**config.mk**
```make
export PLATFORM = sky130hd
export DESIGN_NAME = fetch_unit
export DESIGN_NICKNAME = d
export VERILOG_FILES = /design/src/rtl/fetch_unit.sv
export SDC_FILE = /design/constraint.sdc
export NUM_CORES = 1
export LEC_CHECK = 0
export CORE_ASPECT_RATIO = 1.75
export CORE_MARGIN = 2
export CORE_UTILIZATION = 55
export DETAILED_ROUTE_END_ITERATION = 10
export DONT_BUFFER_PORTS = 1
export MAX_ROUTING_LAYER = met4
export PLACE_DENSITY = 0.69
export RECOVER_POWER = 100
export SYNTH_ARGS = -nofsm -noshare
export SYNTH_HDL_FRONTEND = slang
export SYNTH_SLANG_ARGS = --single-unit
```
**constraint.sdc**
```tcl
create_clock -name clk -period 9 [get_ports clk]
set_clock_uncertainty 0.1 [all_clocks]
set_input_delay 1.35 -clock clk [delete_from_list [all_inputs] [get_ports clk]]
set_output_delay 1.35 -clock clk [all_outputs]
set_load 0.03 [all_outputs]
```
**src/rtl/fetch_unit.sv**
```systemverilog
// Instruction fetch: sequential word requests under a credit limit, in-order response capture
// into a prefetch FIFO, and redirect flush that discards stale in-flight responses.
module fetch_unit #(
  parameter int unsigned DEPTH    = 4,
  parameter logic [31:0] RESET_PC = 32'h0000_0000
) (
  input  logic        clk,
  input  logic        srst,
  output logic        imem_req_valid,
  input  logic        imem_req_ready,
  output logic [31:0] imem_req_addr,
  input  logic        imem_rsp_valid,
  input  logic [31:0] imem_rsp_data,
  input  logic        redirect,
  input  logic [31:0] redirect_pc,
  output logic        instr_valid,
  input  logic        instr_ready,
  output logic [31:0] instr,
  output logic [31:0] instr_pc
);
  localparam int unsigned PW = (DEPTH > 1) ? $clog2(DEPTH) : 1;
  localparam int unsigned CW = PW + 1;
  localparam logic [CW-1:0] DEPTH_C = CW'(DEPTH);

  logic          run;
  logic [31:0]   fetch_pc;
  logic [CW-1:0] count;
  logic [CW-1:0] outstanding;
  logic [CW-1:0] drop;
  logic [PW-1:0] wr_ptr, rd_ptr;
  logic [PW-1:0] tag_wr, tag_rd;
  logic [31:0]   fifo_data [DEPTH];
  logic [31:0]   fifo_pc   [DEPTH];
  logic [31:0]   tag_mem   [DEPTH];

  logic          req_fire;
  logic          pop;
  logic          rsp_keep;
  logic          push;
  logic [CW:0]   credit_used;
  logic [CW-1:0] out_next;

  // Credit covers both buffered words and requests whose words are still coming back.
  assign credit_used    = {1'b0, count} + {1'b0, outstanding};
  assign imem_req_valid = run & (credit_used < {1'b0, DEPTH_C});
  assign imem_req_addr  = fetch_pc;

  assign req_fire = imem_req_valid & imem_req_ready;
  assign pop      = instr_valid & instr_ready;
  assign rsp_keep = imem_rsp_valid & (drop == '0);
  assign push     = rsp_keep & ~redirect;
  assign out_next = outstanding + CW'(req_fire) - CW'(imem_rsp_valid);

  assign instr_valid = (count != '0);
  assign instr       = fifo_data[rd_ptr];
  assign instr_pc    = fifo_pc[rd_ptr];

  always_ff @(posedge clk or posedge srst) begin
    if (srst) begin
      run         <= 1'b0;
      fetch_pc    <= RESET_PC;
      count       <= '0;
      outstanding <= '0;
      drop        <= '0;
      wr_ptr      <= '0;
      rd_ptr      <= '0;
      tag_wr      <= '0;
      tag_rd      <= '0;
    end else begin
      run         <= 1'b1;
      outstanding <= out_next;
      if (redirect) begin
        // Everything accepted so far, including this cycle's request, is now stale.
        fetch_pc <= redirect_pc & ~32'h3;
        count    <= '0;
        drop     <= out_next;
        wr_ptr   <= '0;
        rd_ptr   <= '0;
        tag_wr   <= '0;
        tag_rd   <= '0;
      end else begin
        if (req_fire) begin
          fetch_pc <= fetch_pc + 32'd4;
          tag_wr   <= tag_wr + PW'(1);
        end
        if (imem_rsp_valid && drop != '0) drop <= drop - CW'(1);
        if (rsp_keep) tag_rd <= tag_rd + PW'(1);
        if (push) wr_ptr <= wr_ptr + PW'(1);
        if (pop) rd_ptr <= rd_ptr + PW'(1);
        count <= count + CW'(push) - CW'(pop);
      end
    end
  end

  always_ff @(posedge clk or posedge srst) begin
    if (srst) begin
      for (int i = 0; i < int'(DEPTH); i++) begin
        fifo_data[i] <= '0;
        fifo_pc[i]   <= '0;
      end
    end else if (push) begin
      fifo_data[wr_ptr] <= imem_rsp_data;
      fifo_pc[wr_ptr]   <= tag_mem[tag_rd];
    end
  end

  always_ff @(posedge clk) begin
    if (req_fire && !redirect) tag_mem[tag_wr] <= fetch_pc;
  end

  assert property (@(posedge clk) disable iff (srst) !(push && count == DEPTH_C));

endmodule

```
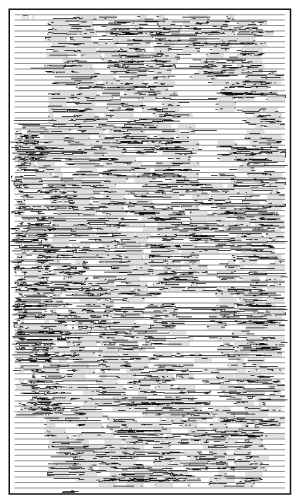
Figure 1: M1 wires.
(2 px per µm) Supply wires on this layer in grey. Cells faint in the background.
1077 nets have wire on it. The layer carries 13700 µm of wire. The layer holds 40% of the routed length. The longest straight run is 54.7 µm.
final WL: 33.9 mm
M1 GR Usage: 25.8%

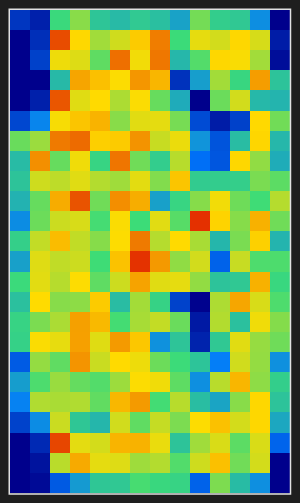
Figure 2: local utilization.
(2 px per µm) 14 x 24 tiles, from dark blue (low) to red (high), 0 to 100% covered.
The fullest tile reaches 95%. The mean over all tiles is 56%. 19% of the tiles are over 75% full. 3.9% of the tiles are nearly empty.

==> metrics.yaml <==
clock_network:
  root_buffer: "clkbuf_16"
  cts.sinks: 416
  cts-htree-levels: 2
  clock_latency_ps: 530
  cts_hold_buf: 0
  cts_buffer_depth: 3
  cts_resized: 0
  cts_buffers: 38
logic_synthesis:
  netlist.area_leader.share_pct: 41.7
  mux_area_share_pct: 27.6
  async_flop_share_pct: 71.2
  ys_ff: 416
  synth-edff-count: 120
  xor_share_pct: 0.888
  ys_cells: 1065
  most_common_cell: "dfrtp_1"
  flop_cell: "dfrtp_1"
  topCellsByArea: "dfrtp_1, edfxtp_1, mux2_2, mux4_2, ha_1"
  yosys-dominant-comb-family: "multiplexers"
  synth.cellmix.adderShare_pct: 1.42
  synthCells: 1065
  synth_cell_type_count: 37
  synth_seq_share_pct: 62.0
  synth-compound-area-share_pct: 2.01
global_route:
  met2_usage_pct: 37.6
  grt_max_degree: 158
  antenna_found_initial: 0
  grt_pass1_vias: 9926
  met3_usage_pct: 3.43
final_timing:
  relSlewSlack_pct: -180
  fmax_mhz: 160
  fin_setup_tns_ps: 0
  period_used_pct: 69.5
  fin_hold_ws_ps: 400
  drv_slew: 698
route:
  vias: 9038
  drtIter0Drc: 341
  via_per_inst: 6.12
  met1_length_mm: 13.7
  antenna_left: 0
  highest_layer: "met4"
  met3WireLength_mm: 1.32
  drc: 0
floorplan:
  num_io_pins: 168
  die_area_um2: 33800
  die_x_um: 140
run:
  warnings: 37
  drv_cap: 12
layout:
  largest_reg_flops: 128
  layout-drive-gt1-share_pct: 37.6
  final_cell_mix: "dfrtp_1, mux2_2, edfxtp_1"
  fillers: 2469
  final_common_cell: "dfrtp_1"
  regMostFlops: "fifo_data"
  final_nets: 1140
  area_growth_pct: 8.44
critical_path:
  r2r_start: "count[1]"
  critPathCapture: "instr_pc[21]"
  crit_path_end_kind: "output port"
  critPathLaunchType: "flip-flop"
  worstSetupStartpoint: "rd_ptr[1]"
  regToRegSetupSlack_ps: 4130
power_and_ir_drop:
  comb-power_mw: 1.48
  switching_share_pct: 31.8
  vdd_drop_max_uv: 246
  clkPwrFrac_pct: 29.2
  p_total_mw: 5.56
  combPwrFrac_pct: 26.6
  power_leader: "registers"
outcome:
  violations: "max-capacitance violations, max-slew violations"
  status: "complete, but fails checks"
place:
  port_buffers: 0
  dp.cells: 1411
  dpl.hpwl_mm: 20.4
  gp_congestion: 0.750
  post-place-ws_ps: 5150
hold_path:
  min_from: "fifo_data[59]"
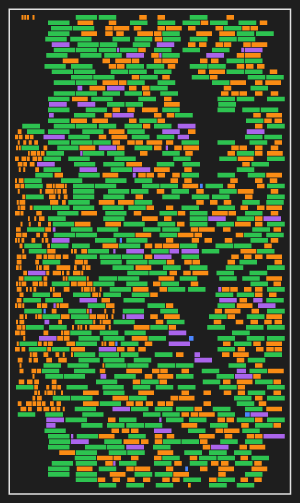
Figure 3: cells coloured by class.
(2 px per µm)
Blue shows other buffers and delay cells, cells 7. Purple shows clock drivers and dummy loads, cells 67. Green shows flops, cells 416. Orange shows combinational and other logic, cells 588.
num rows: 87
post-layout util: 60.2%
final instance area: 19300 µm²
Seq area share: 57.2%
core area: 32000 µm²

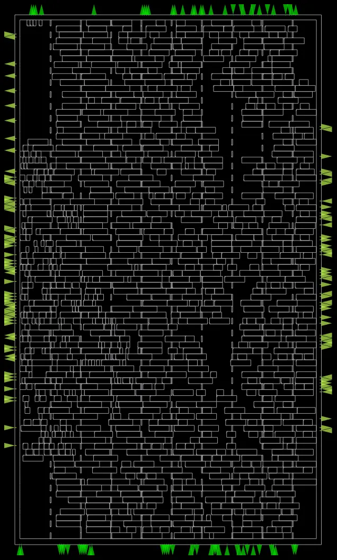
Figure 4: cell placement.
Finished Layout Cells: 1478
Tapcell Cnt: 400

[logic make-up after synthesis]
group,count (synthesis)
DFF,416
muxes,344
and+or+nand+nor,131
buffers and inverters,81
AOI/OAI and AO/OA,54
adders and majority gates,19
xor gates and xnor gates,18
other,2
[critical path, stage by stage, from the launching register on]
cell and delay [ps]:
dfrtp_2 340, clkbuf_1 2940, mux4_2 950
[area by class of cell]
| class | count | area, µm² | area share (%) |
|---|---|---|---|
| Sequential cell | 416 | 11000 | 57.2 |
| Multi-Input combinational cell | 571 | 6390 | 33.2 |
| Clock buffer | 50 | 1040 | 5.38 |
| Tap cell | 400 | 500 | 2.60 |
| Clock inverter | 17 | 208 | 1.08 |
| Inverter | 17 | 65.1 | 0.338 |
| Timing Repair Buffer | 7 | 36.3 | 0.188 |
